<file path="config.mk">
export PLATFORM = sky130hd
export DESIGN_NAME = shared_reg_arbiter_flat
export DESIGN_NICKNAME = d
export VERILOG_FILES = /design/src/rtl/shared_reg_arbiter_pkg.sv /design/src/rtl/shared_reg_arbiter_if.sv /design/src/rtl/shared_reg_arbiter_rr_pick.sv /design/src/rtl/shared_reg_arbiter.sv /design/src/flat_wrapper.sv
export SDC_FILE = /design/constraint.sdc
export NUM_CORES = 1
export LEC_CHECK = 0
export CORE_ASPECT_RATIO = 1.25
export CORE_MARGIN = 2
export CORE_UTILIZATION = 35
export CTS_CLUSTER_SIZE = 12
export DETAILED_ROUTE_END_ITERATION = 12
export PLACE_DENSITY = 0.73
export SYNTH_ARGS = -nofsm -noshare
export SYNTH_HDL_FRONTEND = slang
export SYNTH_SLANG_ARGS = --single-unit
</file>
<file path="constraint.sdc">
create_clock -name clk -period 2.3 [get_ports clk]
set_input_delay 0.345 -clock clk [delete_from_list [all_inputs] [get_ports clk]]
set_output_delay 0.345 -clock clk [all_outputs]
set_load 0.05 [all_outputs]
</file>
<file path="src/rtl/shared_reg_arbiter_pkg.sv">
// Shared types and constants for the shared-register arbiter: FSM encoding, default sizes and
// the fixed index width used for owner/pointer/select values.
package shared_reg_arbiter_pkg;

  localparam int unsigned DefaultN = 4;
  localparam int unsigned DefaultW = 8;
  // Fixed at 3 bits so the owner port width stays constant across N = 2..8.
  localparam int unsigned IdxW     = 3;

  typedef enum logic [1:0] {
    StIdle  = 2'd0,
    StGrant = 2'd1,
    StClear = 2'd2
  } state_e;

endpackage

</file>
<file path="src/rtl/shared_reg_arbiter_if.sv">
// Requester-side bus of the shared-register arbiter. The arbiter takes the slave modport, and
// requesters take the master modport.
interface shared_reg_arbiter_if
  import shared_reg_arbiter_pkg::*;
#(
  parameter int unsigned N = DefaultN,
  parameter int unsigned W = DefaultW
) ();

  logic [N-1:0]   req;
  logic [N*W-1:0] wdata;
  logic           clr_req;
  logic [N-1:0]   gnt;
  logic           clr_done;
  logic [W-1:0]   q;
  logic [IdxW-1:0] owner;
  logic           busy;

  modport master (
    output req, wdata, clr_req,
    input  gnt, clr_done, q, owner, busy
  );

  modport slave (
    input  req, wdata, clr_req,
    output gnt, clr_done, q, owner, busy
  );

endinterface

</file>
<file path="src/rtl/shared_reg_arbiter_rr_pick.sv">
// Combinational round-robin picker (rr_pick): the first set request at or above ptr wins,
// and the search wraps from N-1 back to 0.
module shared_reg_arbiter_rr_pick
  import shared_reg_arbiter_pkg::*;
#(
  parameter int unsigned N = DefaultN
) (
  input  logic [N-1:0]    req_i,
  input  logic [IdxW-1:0] ptr_i,
  output logic [IdxW-1:0] winner_o,
  output logic            any_o
);

  logic [7:0]      req_pad;
  logic [IdxW-1:0] idx;

  // Walk the offsets from farthest to nearest, so the nearest set bit is the last one written.
  always_comb begin
    req_pad  = 8'(req_i);
    idx      = '0;
    winner_o = '0;
    any_o    = 1'b0;
    for (int i = int'(N) - 1; i >= 0; i--) begin
      idx = IdxW'((int'(ptr_i) + i) % int'(N));
      if (req_pad[idx]) begin
        winner_o = idx;
        any_o    = 1'b1;
      end
    end
  end

endmodule

</file>
<file path="src/rtl/shared_reg_arbiter.sv">
// Round-robin arbiter that serialises N requesters' writes and clear requests to one shared
// W-bit register. Each write or clear takes an IDLE -> GRANT/CLEAR -> IDLE pass.
module shared_reg_arbiter
  import shared_reg_arbiter_pkg::*;
#(
  parameter int unsigned N = DefaultN,
  parameter int unsigned W = DefaultW
) (
  input logic                 clk,
  input logic                 rst,
  shared_reg_arbiter_if.slave bus
);

  state_e          state_q, state_d;
  logic [IdxW-1:0] ptr_q, ptr_d;
  logic [IdxW-1:0] sel_q, sel_d;
  logic [IdxW-1:0] owner_q, owner_d;
  logic [W-1:0]    q_q, q_d;

  logic [IdxW-1:0] winner;
  logic            any;
  logic [W-1:0]    wdata_arr [8];

  shared_reg_arbiter_rr_pick #(
    .N (N)
  ) u_rr_pick (
    .req_i    (bus.req),
    .ptr_i    (ptr_q),
    .winner_o (winner),
    .any_o    (any)
  );

  // Lanes above N are tied to zero so that a 3-bit select always lands on a defined entry.
  for (genvar g = 0; g < 8; g++) begin : gen_lane
    if (g < N) begin : gen_used
      assign wdata_arr[g] = bus.wdata[g*W +: W];
    end else begin : gen_unused
      assign wdata_arr[g] = '0;
    end
  end

  always_comb begin
    state_d = state_q;
    ptr_d   = ptr_q;
    sel_d   = sel_q;
    owner_d = owner_q;
    q_d     = q_q;
    unique case (state_q)
      StIdle: begin
        if (bus.clr_req) begin
          state_d = StClear;
        end else if (any) begin
          sel_d   = winner;
          state_d = StGrant;
        end
      end
      StGrant: begin
        q_d     = wdata_arr[sel_q];
        owner_d = sel_q;
        ptr_d   = (sel_q == IdxW'(N - 1)) ? '0 : sel_q + IdxW'(1);
        state_d = StIdle;
      end
      StClear: begin
        q_d     = '0;
        owner_d = '0;
        state_d = StIdle;
      end
      default: state_d = StIdle;
    endcase
  end

  always_ff @(posedge clk) begin
    if (rst) begin
      state_q <= StIdle;
      ptr_q   <= '0;
      sel_q   <= '0;
      owner_q <= '0;
      q_q     <= '0;
    end else begin
      state_q <= state_d;
      ptr_q   <= ptr_d;
      sel_q   <= sel_d;
      owner_q <= owner_d;
      q_q     <= q_d;
    end
  end

  for (genvar g = 0; g < N; g++) begin : gen_gnt
    assign bus.gnt[g] = (state_q == StGrant) && (sel_q == IdxW'(g));
  end

  assign bus.clr_done = (state_q == StClear);
  assign bus.busy     = (state_q != StIdle);
  assign bus.q        = q_q;
  assign bus.owner    = owner_q;

endmodule

</file>
<file path="src/flat_wrapper.sv">
// flat-port wrapper written by rule: the top's interface ports become plain ports
module shared_reg_arbiter_flat import shared_reg_arbiter_pkg::*;
#(
  parameter int unsigned N = DefaultN,
  parameter int unsigned W = DefaultW
)
  (clk, rst, bus_req, bus_wdata, bus_clr_req, bus_gnt, bus_clr_done, bus_q, bus_owner, bus_busy);
  shared_reg_arbiter_if #(.N(N), .W(W)) bus_i ();
  input logic clk;
  input logic rst;
  input wire logic [$bits(bus_i.req)-1:0] bus_req;
  input wire logic [$bits(bus_i.wdata)-1:0] bus_wdata;
  input wire logic [$bits(bus_i.clr_req)-1:0] bus_clr_req;
  output wire logic [$bits(bus_i.gnt)-1:0] bus_gnt;
  output wire logic [$bits(bus_i.clr_done)-1:0] bus_clr_done;
  output wire logic [$bits(bus_i.q)-1:0] bus_q;
  output wire logic [$bits(bus_i.owner)-1:0] bus_owner;
  output wire logic [$bits(bus_i.busy)-1:0] bus_busy;
  assign bus_i.req = bus_req;
  assign bus_i.wdata = bus_wdata;
  assign bus_i.clr_req = bus_clr_req;
  assign bus_gnt = bus_i.gnt;
  assign bus_clr_done = bus_i.clr_done;
  assign bus_q = bus_i.q;
  assign bus_owner = bus_i.owner;
  assign bus_busy = bus_i.busy;
  shared_reg_arbiter #(.N(N), .W(W)) u_core (.clk(clk), .rst(rst), .bus(bus_i));
endmodule
</file>
==> summary.txt, run 1 <==
yosys + openroad results -> Crit path max-delay family=buffers and inverters, cells in synth_stat.txt=107, slowest CP cell=clkdlybuf4s50_1, area share, top type=30.70%, Hold Path End=u_core.bus.owner[1], Worst setup EP type=output port, Cell Int Power=0.5029 mW, combinational gates=79, Sequential Power Share=42.2%, hold bufs inserted after CTS=0, XOR/XNOR Area Share=0%, largest area contributor in the netlist=dfxtp_1, ys async rst share=0%, Crit Path Category=reg -> out, nonclk inv count=6, clk slew on worst S/H paths=90 ps, start point of the critical path=u_core.state_q[0], cells after synthesis=107, DIE HEIGHT=65.05 um, n_diodes=0, adder share=8.393%, mean post-synth cell area=9.752 um2, critical path startpoint category=register, Most Crowded Layer GR=met2, met2 usage=29.69%, Synthesized Nets=153, post-CTS setup buffer count=0, synth unique cells=27, Worst R2R Path Depth=6, status=finished clean, P_seq=0.312 mW, and-or/or-and share of the synthesized area=10.19%, worst-margin pin slew=559.2 ps, first-pass GRT wire length=4105 um, final instance area=1662 um2, routed length on met2=1364 um, total power=0.7393 mW, met3 Usage GRT=2.535%, RSZ-0062 raised after global routing=false, gr usage total=15.86%, slew margin rel.=62.65%, CTS tree=built, non-clk buf share=35.69%, CTS resizes=0, worst hold slack=471.4 ps, Top logic family=simple AND/OR/NAND/NOR gates, Max Clk Rate=0.4667 GHz, crit path to=bus_busy, Reg area=320.3 um2, vias per cell=5.040, Placed Cells=196, dpl cell area=1639 um2, I/O pin total=56, CTS root buf=clkbuf_4, mux share=21.22%, Worst EP arrival=1800 ps, HP Class=reg -> reg, Critical Path RT=1960 ps, Synth Cell Area=1044 um2, Final Util=57.49%, hold path depth=2, worst slack at placement=388.2 ps, DRT antenna net count=0, count leader, synth=dfxtp_1, r2r startpoint=u_core.state_q[0], Layout Cells excl Fill=199, Net Sw Power=0.2364 mW, H-tree depth=1, Core Area=2890 um2, Vias=1003, Max Fanout on Critical Path=3, Seq area share=19.28%, area figure in the yosys stat output=1044 um2, M1 WL=1077 um, Routed WL per cell=13.11 um, grt ovf=0
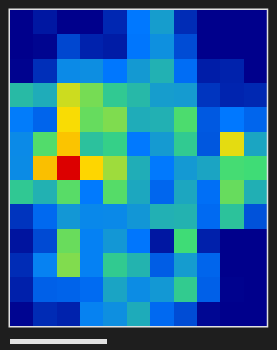
Fig. 1. Wire density map (run 1).
Scale bar: 20 um. The die is cut into 11 by 13 equal tiles; dark blue is low, red is high, scaled to the fullest tile. Values are wire area over tile area, all layers added.
mean over tiles	0.12
fullest tile	0.44
nearly empty tiles	16%

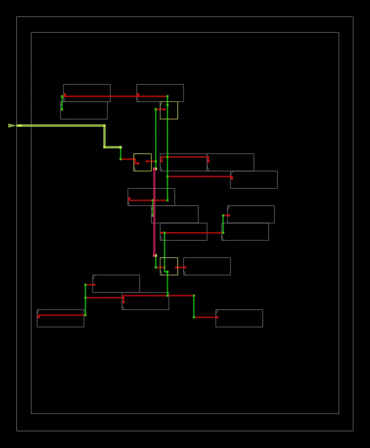
Fig. 2. Clock nets (run 1).
# clk buffers: 3
Latency at later pin: 280 ps
Worst Skew: 2.271 ps
seq_cells: 16
CTS Buf Count: 3

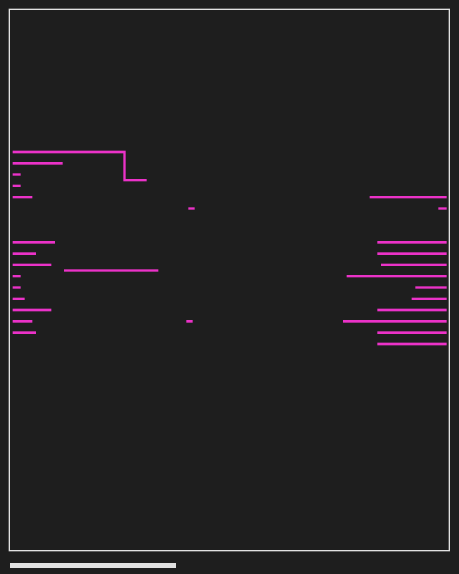
Fig. 3. M3 wires (run 1).
Scale bar: 20 um.
nets with wire on the layer	28
main direction	horizontal
share of all routed wire	5.8%
longest straight run	13.3 um
wire length on this layer	152 um

Fig. 4: run 1, signal wires on met1
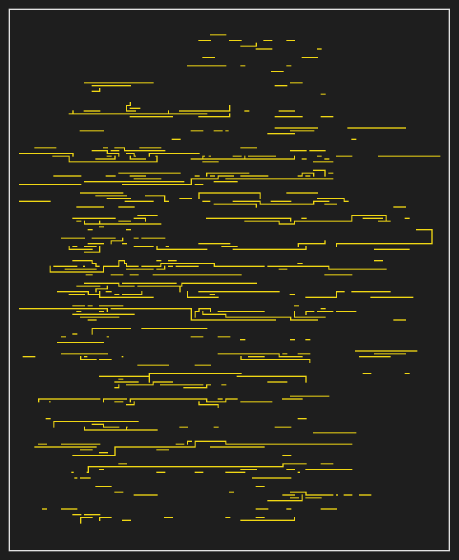

==> run 1 -> run 2 <==
==> constraint.sdc (replaced) <==
create_clock -name clk -period 2.7 [get_ports clk]
set_input_delay 0.405 -clock clk [delete_from_list [all_inputs] [get_ports clk]]
set_output_delay 0.405 -clock clk [all_outputs]
set_load 0.05 [all_outputs]
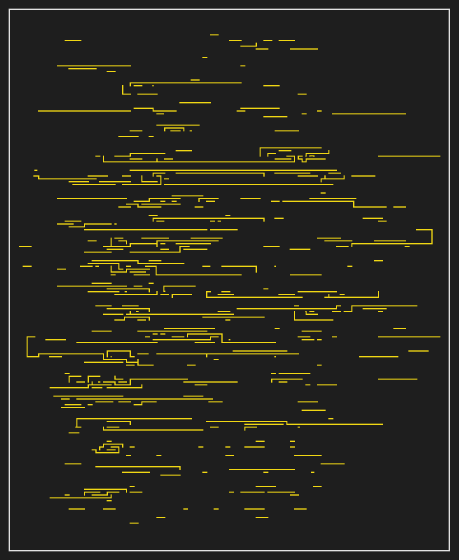
Fig. 5. Signal wires on met1 (run 2).
wire length on this layer	1040 um
share of all routed wire	37%
longest straight run	24.8 um
main direction	horizontal
nets with wire on the layer	173

==> summary.txt, run 2 <==
yosys + openroad results -> status=finished clean, worst hold slack=481.4 ps, Final Critical Period=2317 ps, worst-margin pin slew=742.1 ps, Final Util=56.75%, seq_cells=16, mux share=21.22%, DIE HEIGHT=65.05 um, start point of the critical path=u_core.state_q[1], Most Crowded Layer GR=met2, I/O pin total=56, Vias=1013, Reg area=320.3 um2, Hold Path End=u_core.bus.owner[1], RSZ-0062 raised after global routing=false, gr usage total=18.24%, hold bufs inserted after CTS=0, Net Sw Power=0.2125 mW, vias per cell=5.116, n_diodes=0, Core Area=2890 um2, mean post-synth cell area=9.752 um2, met2 usage=36.09%, Synth Cell Area=1044 um2, Seq area share=19.53%, H-tree depth=1, grt ovf=0, fin. max-slew vios=0, Critical Path RT=2300 ps, CTS tree=built, post-CTS setup buffer count=0, met3 Usage GRT=2.765%, Max Clk Rate=0.4316 GHz, DRT antenna net count=0, Worst EP arrival=1910 ps, nonclk inv count=6, non-clk buf share=34.02%, Layout Cells excl Fill=198, largest area contributor in the netlist=dfxtp_1, total power=0.6698 mW, critical path startpoint category=register, CTS resizes=0, Cell Int Power=0.4574 mW, Synth Area in Simple Gates=22.90%, Placed Cells=194, cells after synthesis=107, final instance area=1640 um2, cells in synth_stat.txt=107, combinational gates=79, synth unique cells=27, Crit Path Category=reg -> out, area share, top type=30.70%, first-pass GRT wire length=4664 um, CTS root buf=clkbuf_4, and-or/or-and share of the synthesized area=10.19%, Clock Power=0.158 mW, slew margin rel.=50.07%, Max Fanout on Critical Path=6, hold path depth=2, r2r startpoint=u_core.state_q[1], XOR/XNOR Area Share=0%, dpl cell area=1604 um2, worst slack at placement=681.0 ps, Top logic family=simple AND/OR/NAND/NOR gates, crit path to=bus_gnt[2], Worst R2R Path Depth=5, # clk buffers=4, Routed WL per cell=14.40 um, Worst Skew=3.372 ps, worst r2r dst=u_core.bus.q[7], slowest CP cell=clkdlybuf4s50_1, HP Class=reg -> reg, ys async rst share=0%, CTS Buf Count=3, Latency at later pin=290 ps, P_seq=0.262 mW, DRC viols=0, routed length on met2=1584 um, count leader, synth=dfxtp_1, Synthesized Nets=153, M1 WL=1044 um
Fig. 6: run 2, cells coloured by class
Fill, decap, tap and diode cells in grey.
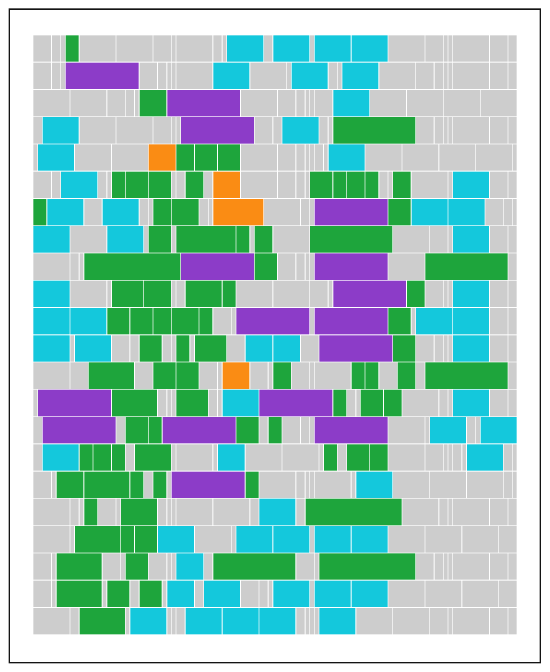

==> run 2 -> run 3 <==
--- a/config.mk
+++ b/config.mk
@@ -10,7 +10,8 @@
 export CORE_UTILIZATION = 35
 export CTS_CLUSTER_SIZE = 12
 export DETAILED_ROUTE_END_ITERATION = 12
-export PLACE_DENSITY = 0.73
+export PLACE_DENSITY_LB_ADDON = 0.05
 export SYNTH_ARGS = -nofsm -noshare
 export SYNTH_HDL_FRONTEND = slang
+export SYNTH_HIERARCHICAL = 1
 export SYNTH_SLANG_ARGS = --single-unit
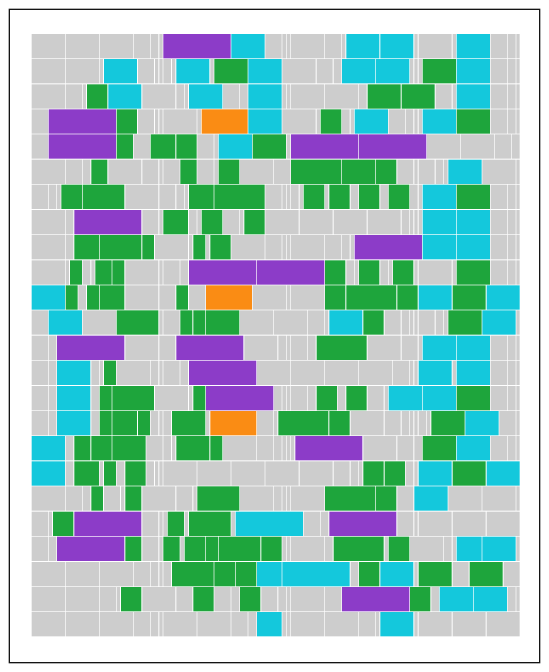
Fig. 7. Cells coloured by class (run 3).
Fill, decap, tap and diode cells in grey.
colour	class	cells	share of their area
green	combinational and other logic	109	46%
purple	sequential cells	18	20%
cyan	remaining buffers and delay cells	56	32%
orange	clock drivers	3	2.3%

==> summary.txt, run 3 <==
yosys + openroad results -> status=finished clean, Most Crowded Layer GR=met2, Critical Path RT=2300 ps, fill count=348, hold bufs inserted after CTS=0, Layout Cells excl Fill=225, Crit path max-delay family=buffers and inverters, worst-margin pin slew=772.1 ps, Synthesized Nets=180, met3 Usage GRT=2.925%, Clock Power=0.184 mW, cells after synthesis=134, crit path to=bus_busy, Net Sw Power=0.2286 mW, post-CTS setup buffer count=0, Vias=1137, worst hold slack=475.8 ps, M1 WL=1281 um, Final Util=53.51%, CTS tree=built, number of non-clock buffers=56, # clk buffers=3, final instance area=1848 um2, I/O pin total=56, first-pass GRT wire length=5181 um, r2r startpoint=u_core/state_q[1], final worst setup slack=549.1 ps, Gate Area=802.0 um2, metal3 WL=212 um, setup TNS=0 ps, Seq area share=19.50%, mean post-synth cell area=9.253 um2, clk slew on worst S/H paths=70 ps, gr usage total=16.08%, Worst EP arrival=1750 ps, Sequential Power Share=40.5%, vias per cell=5.053, DRC viols=0, worst slack at placement=799.6 ps, fin. max-slew vios=0, non-clk buf share=31.01%, max incr delay on CP=790 ps, critical path startpoint category=register, Reg area=360.3 um2, DRT antenna net count=0, slowest CP cell=clkdlybuf4s50_1, Placed Cells=222, CTS Buf Count=3, dpl cell area=1807 um2, Worst R2R Path Depth=5, total power=0.7362 mW, combinational gates=103, Final Critical Period=2151 ps, seq_cells=18, Max Clk Rate=0.4649 GHz, start point of the critical path=u_core/state_q[1], most used cell, CP=inv_1, Crit Path Category=reg -> out, RSZ-0062 raised after global routing=false, Routed WL per cell=13.76 um, P_seq=0.298 mW, Worst setup EP type=output port, slew margin rel.=48.36%, H-tree depth=1, Hold Path End=u_core/bus.owner[2], DIE HEIGHT=70.55 um, grt ovf=0, CTS root buf=clkbuf_8, Latency at later pin=250 ps, hold path depth=2, CTS resizes=0, HP Class=reg -> reg, routed length on met2=1584 um, met2 usage=28.86%, Core Area=3453 um2, n_diodes=0, nonclk inv count=6, Synth Cell Area=1240 um2, layout cells sized above 1=9.140%, Worst Skew=1.253 ps, PwrDens=398.4 nW/um2, Max Fanout on Critical Path=3, Cell Int Power=0.5077 mW
Power is estimated from default activity; no workload was simulated.
